Routed metal per tile:
Scale: 4 px per µm. 20 x 20 tiles, from white (low) to dark blue (high), scaled to the fullest tile. Values are wire area over tile area, all layers added.
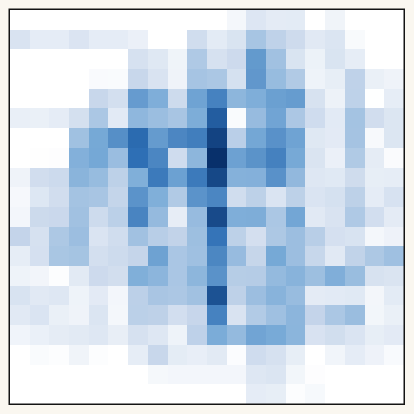
Routing congestion map:
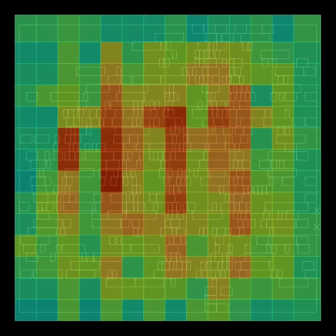
Clock network drawn from the DEF:
Scale: 4 px per µm.
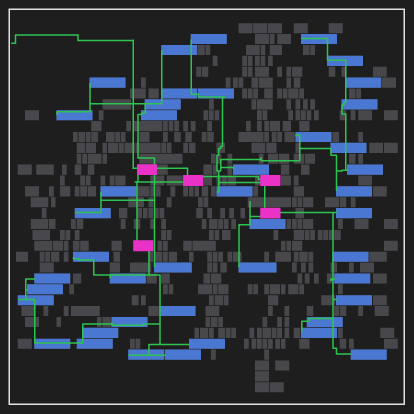
Wires at chosen ports, followed through buffers:
Scale: 4 px per µm.
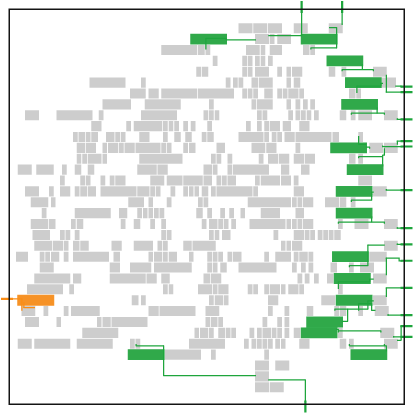
--- config.mk ---
export PLATFORM = sky130hd
export DESIGN_NAME = pulse_interval_meter
export DESIGN_NICKNAME = d
export VERILOG_FILES = /design/src/rtl/pulse_interval_meter.sv
export SDC_FILE = /design/constraint.sdc
export NUM_CORES = 1
export LEC_CHECK = 0
export ABC_AREA = 1
export CORE_UTILIZATION = 27
export CTS_BUF_LIST = sky130_fd_sc_hd__clkbuf_8
export CTS_CLUSTER_SIZE = 30
export DETAILED_ROUTE_END_ITERATION = 6
export PLACE_DENSITY_LB_ADDON = 0.12
export SYNTH_ARGS = -nofsm -noshare
export SYNTH_HDL_FRONTEND = slang
export SYNTH_HIERARCHICAL = 1
export SYNTH_SLANG_ARGS = --single-unit
export TNS_END_PERCENT = 1
--- constraint.sdc ---
create_clock -name SYS_CLK -period 1.9 [get_ports SYS_CLK]
set_input_delay 0.38 -clock SYS_CLK [delete_from_list [all_inputs] [get_ports SYS_CLK]]
set_output_delay 0.38 -clock SYS_CLK [all_outputs]
set_load 0.02 [all_outputs]
--- src/rtl/pulse_interval_meter.sv ---
// Pulse interval meter.
// Measures the number of SYS_CLK cycles between a start edge on PULSE_A
// and a stop edge on PULSE_B. Both pulses are asynchronous to SYS_CLK and
// go through identical synchronizers, so their equal latencies cancel out
// of the measured interval. A three-state FSM (IDLE / ARMED / COUNT)
// controls the interval counter. RESULT/OVF are updated with a one-cycle
// VALID pulse when an interval completes. A one-cycle TMO pulse reports
// an interval abandoned because it reached TIMEOUT_LIM.

// Synchronizes one asynchronous pulse line and turns the selected edge
// into a one-cycle event.
module pulse_edge_detect #(
  parameter int unsigned SYNC_STAGES = 2,
  parameter bit          FALL        = 1'b0
) (
  input  logic SYS_CLK,
  input  logic A_RESET,
  input  logic i_pulse,
  output logic o_event
);

  logic [SYNC_STAGES-1:0] r_sync;
  logic                   r_dly;
  logic                   w_level;

  assign w_level = r_sync[SYNC_STAGES-1];

  // Synchronizer chain followed by one delay flop for edge comparison.
  // NOTE: sequential state uses non-blocking assignments so every flop samples pre-edge values; blocking here would collapse the chain into one stage.
  always_ff @(posedge SYS_CLK or posedge A_RESET) begin
    if (A_RESET) begin
      r_sync <= '0;
      r_dly  <= 1'b0;
    end else begin
      r_sync <= {r_sync[SYNC_STAGES-2:0], i_pulse};
      r_dly  <= w_level;
    end
  end

  // Edge selection: rising edge by default, falling edge when FALL is set.
  assign o_event = FALL ? (r_dly & ~w_level) : (~r_dly & w_level);

endmodule

// Top level: edge detectors, measurement FSM, counter and result registers.
module pulse_interval_meter #(
  parameter int unsigned CNT_W       = 16,
  parameter int unsigned SYNC_STAGES = 2,
  parameter bit          A_FALL      = 1'b0,
  parameter bit          B_FALL      = 1'b0
) (
  input  logic             SYS_CLK,
  input  logic             A_RESET,
  input  logic             PULSE_A,
  input  logic             PULSE_B,
  input  logic             ARM,
  input  logic             CONT,
  input  logic             ABORT,
  input  logic [CNT_W-1:0] TIMEOUT_LIM,
  output logic [CNT_W-1:0] RESULT,
  output logic             OVF,
  output logic             VALID,
  output logic             TMO,
  output logic             BUSY
);

  typedef enum logic [1:0] {
    ST_IDLE  = 2'd0,
    ST_ARMED = 2'd1,
    ST_COUNT = 2'd2
  } state_t;

  localparam logic [CNT_W-1:0] CNT_MAX = '1;
  localparam logic [CNT_W-1:0] CNT_ONE = CNT_W'(1);

  state_t           r_state;
  state_t           w_state_nxt;
  logic [CNT_W-1:0] r_cnt;
  logic [CNT_W-1:0] w_cnt_nxt;
  logic [CNT_W-1:0] r_result;
  logic [CNT_W-1:0] w_result_nxt;
  logic             r_ovf;
  logic             w_ovf_nxt;
  logic             r_valid;
  logic             w_valid_nxt;
  logic             r_tmo;
  logic             w_tmo_nxt;

  logic             w_ev_a;
  logic             w_ev_b;
  logic             w_cnt_sat;
  logic             w_timeout;
  state_t           w_after_meas;

  pulse_edge_detect #(
    .SYNC_STAGES (SYNC_STAGES),
    .FALL        (A_FALL)
  ) u_edge_a (
    .SYS_CLK (SYS_CLK),
    .A_RESET (A_RESET),
    .i_pulse (PULSE_A),
    .o_event (w_ev_a)
  );

  pulse_edge_detect #(
    .SYNC_STAGES (SYNC_STAGES),
    .FALL        (B_FALL)
  ) u_edge_b (
    .SYS_CLK (SYS_CLK),
    .A_RESET (A_RESET),
    .i_pulse (PULSE_B),
    .o_event (w_ev_b)
  );

  // The counter sticks at all-ones; that value doubles as the overflow flag.
  assign w_cnt_sat    = (r_cnt == CNT_MAX);
  // TIMEOUT_LIM is compared live every cycle, so a change applies at once.
  assign w_timeout    = (TIMEOUT_LIM != '0) && (r_cnt == TIMEOUT_LIM);
  assign w_after_meas = CONT ? ST_ARMED : ST_IDLE;

  // Next-state, counter and result logic; ABORT beats evB, evB beats timeout.
  // NOTE: every output of this block gets a default first; a path that leaves one unassigned would infer a latch.
  always_comb begin
    w_state_nxt  = r_state;
    w_cnt_nxt    = r_cnt;
    w_result_nxt = r_result;
    w_ovf_nxt    = r_ovf;
    w_valid_nxt  = 1'b0;
    w_tmo_nxt    = 1'b0;

    if (ABORT) begin
      w_state_nxt = ST_IDLE;
      w_cnt_nxt   = '0;
    end else begin
      unique case (r_state)
        ST_IDLE: begin
          w_cnt_nxt = '0;
          if (ARM) begin
            w_state_nxt = ST_ARMED;
          end
        end

        ST_ARMED: begin
          // A stop event while armed is meaningless; only a start matters,
          // even when both arrive in the same cycle.
          w_cnt_nxt = '0;
          if (w_ev_a) begin
            w_state_nxt = ST_COUNT;
            w_cnt_nxt   = CNT_ONE;
          end
        end

        ST_COUNT: begin
          if (w_ev_b) begin
            w_result_nxt = r_cnt;
            w_ovf_nxt    = w_cnt_sat;
            w_valid_nxt  = 1'b1;
            w_state_nxt  = w_after_meas;
            w_cnt_nxt    = '0;
          end else if (w_timeout) begin
            w_tmo_nxt   = 1'b1;
            w_state_nxt = w_after_meas;
            w_cnt_nxt   = '0;
          end else if (!w_cnt_sat) begin
            w_cnt_nxt = r_cnt + CNT_ONE;
          end
        end

        default: begin
          w_state_nxt = ST_IDLE;
          w_cnt_nxt   = '0;
        end
      endcase
    end
  end

  // State, counter and output registers; reset clears everything at once.
  always_ff @(posedge SYS_CLK or posedge A_RESET) begin
    if (A_RESET) begin
      r_state  <= ST_IDLE;
      r_cnt    <= '0;
      r_result <= '0;
      r_ovf    <= 1'b0;
      r_valid  <= 1'b0;
      r_tmo    <= 1'b0;
    end else begin
      r_state  <= w_state_nxt;
      r_cnt    <= w_cnt_nxt;
      r_result <= w_result_nxt;
      r_ovf    <= w_ovf_nxt;
      r_valid  <= w_valid_nxt;
      r_tmo    <= w_tmo_nxt;
    end
  end

  assign RESULT = r_result;
  assign OVF    = r_ovf;
  assign VALID  = r_valid;
  assign TMO    = r_tmo;
  assign BUSY   = (r_state != ST_IDLE);

endmodule

==> run summary <==
impl run done, here's what came out: MI comb area 0.00127 mm², Worst Path Required around 2100 ps, syn_nets a little under 400, maximum VDD drop 0.591 mV, post-route minimum period 1830 ps, Flop area approximately 0.0011 mm², mean post-synth cell area approximately 7 µm², Max Cap Viol 0, top_reg_cell synth dfrtp_1, Top cell area share 0.429, hpwl dp 5790 µm, XOR-XNOR Cells, Area Fraction 0.00698, Cell Type Count 26, clk slew on worst S/H paths 90 ps, Setup crit end kind flop, minimum hold slack about 300 ps, Antenna Violating Nets Remaining 0, Root Buffer clkbuf_8, largest net degree at the start of global routing 38, Ys Warns 6, post-CTS setup buffer count 0, Yosys top cell by area dfrtp_1, Total Routing Usage GR 0.159, setup TNS 0 ps, DRC Markers 2, Util after Layout 0.402, final setup fails 0, Syn Inst Count 358, P_leak approximately 1.6 nW, vias in the first global route approximately 2400, Die ar. around 0.0097 mm², pwr dens 895 mW/mm², Commonest Layout Cell nand2_1, Adder Share, Synth 0.0299, critical path arrival approximately 2000 ps, area reported by Yosys stat around 0.0025 mm², mean routed wirelength per cell 13.3 µm, comb area leader simple AND/OR/NAND/NOR gates, Synth Register Bits 43, CP max FO 8, status finished, violations left, nets around 470, Hold Fails Final Rpt 0, clk buf depth 2, initial antenna violation count 0, gpl congestion slightly above 0.8, Skew-Pair Late Insertion Delay roughly 300 ps, skew final ~15 ps, relative slew slack 0.805, CTS sink count ~43, R2R cell count 11, crit start category primary input, RSZ-0062 raised after global routing yes, failing checks design-rule violations, flop-to-flop setup slack around 160 ps, Pre-Place Util 0.284, Die Wd 98.4 µm, ao+oa area frac 0.0564, Async S/R FF share, synth 1.00, layout cell share with drive strength beyond 1 0.186, core area slightly below 0.009 mm², number of cells in Yosys stat between 300 and 400, first-iteration detailed-routing DRC count between 100 and 150, first-pass GRT wire length 11900 µm, Final Instance Area 0.00355 mm²
## Picture notes: 'routed metal per tile'
emptiest ninth of the die	south-west
fullest tile	0.52
nearly empty tiles	20%
densest ninth of the die	center
mean over tiles	0.12
tiles over half the peak	12%
total number of vias: 2476
final WL: 7290 µm

## Picture notes: 'routing congestion map'
GR Layer Usage met3: 0.0308
met2 global-route usage: 0.275
M1 GR Usage: 0.203

## Picture notes: 'clock network drawn from the DEF'
[magenta] clock drivers | count: 5
[blue] flip-flops | count: 43
[green] clock wires | length: 662 µm
flops lie	spread over the die

## Picture notes: 'wires at chosen ports, followed through buffers'
color	port	direction	edge	end cells	buffers	wire
orange	`PULSE_A`	input	west	1	1	9.50 µm
green	`RESULT`	output	13 east, 2 north, 1 south	16	16	290 µm
I/O Pins: 43
I/O Buffers: 42

## metrics by stage
stage	setup slack, ps	std cells
finish	70.7	548
global route	-10.6	548
CTS	12.6	548
detailed placement	-314	540
global placement	-337	540
floorplan	273	358
## critical path, cell delays in order
cell and delay, ps:
clkdlybuf4s50_1 530, inv_1 50, nand2_1 50, nand2_1 60
nor2_2 130, nand2_1 100, nor2_4 160, nand3_2 110
nand3_1 140, nand2_4 120, inv_4 110, nor2_1 60
## area by class of cell
| cell class | instances | area share |
|---|---|---|
| clock inverter | 3 | 0.0180 |
| sequential | 43 | 0.304 |
| tap | 108 | 0.0380 |
| timing repair buffer | 78 | 0.205 |
| inverter | 54 | 0.0577 |
| multi-input combinational | 257 | 0.358 |
| clock buffer | 5 | 0.0194 |
## metal layers
metal  GRT usage  routed length [µm]  vias up
met3      0.0308                 330        9
met1       0.203                3370     1136
met5           0                   0        -
met4      0.0413                  77        0
li1            -                   -     1276
met2       0.275                3510       55
## worst max path at each step
| stage | slack, ps | startpoint | end |
|---|---|---|---|
| 4_1_cts | 10 | TIMEOUT_LIM[11] | r_cnt[12] |
| 3_3_place_gp | -340 | TIMEOUT_LIM[11] | r_cnt[12] |
| 6_report | 70 | TIMEOUT_LIM[11] | r_cnt[12] |
| 3_5_place_dp | -310 | TIMEOUT_LIM[11] | r_cnt[12] |
| 5_1_grt | -10 | TIMEOUT_LIM[11] | r_cnt[12] |
| 2_1_floorplan | 270 | r_state[0] | RESULT[10] |
## timing repair
item,in CTS,in global routing
resized,2,19
hold buffers,0,0
endpoints found under the setup margin,3,16
pin swaps,0,8
hold endpoints to repair,0,0
## cells by family (layout without fill, tap and decap cells)
family | Yosys count | in the layout
compound gates | 27 | 27
xor+xnor | 2 | 2
flops | 43 | 43
fa+ha+maj | 6 | 6
buf+inv | 58 | 140
simple gates | 222 | 222
## registers in the layout, summed over array words and instances (netlist names)
name / count
VALID: 1
TMO: 1
u_edge_a/r_dly: 1
OVF: 1
u_edge_b/r_dly: 1
RESULT: 16
u_edge_b/r_sync: 2
u_edge_a/r_sync: 2
r_cnt: 16
r_state: 2
## cell usage after synthesis, types with 2 or more instances
cell and number:
nand2_1 127, inv_1 44, nor2_1 44, dfrtp_1 43, o21ai_0 18, nand3_1 13, inv_2 10, nand4_1 9
nor2_2 8, ha_1 6, nor4_1 6, nor3_1 5, a21oi_1 4, clkbuf_1 3, nand3_2 3, nand2_2 2
nor3_2 2, o21ai_1 2, xor2_1 2
## report_power, final
part | total [W] | internal [W] | switching [W] | leakage, nW
combinational | 0.00113 | 0.000540 | 0.000591 | 1.01
clock | 0.000852 | 0.000521 | 0.000331 | 0.0695
sequential | 0.00120 | 0.00110 | 0.0000972 | 0.562
Power is estimated from default activity; no workload was simulated.
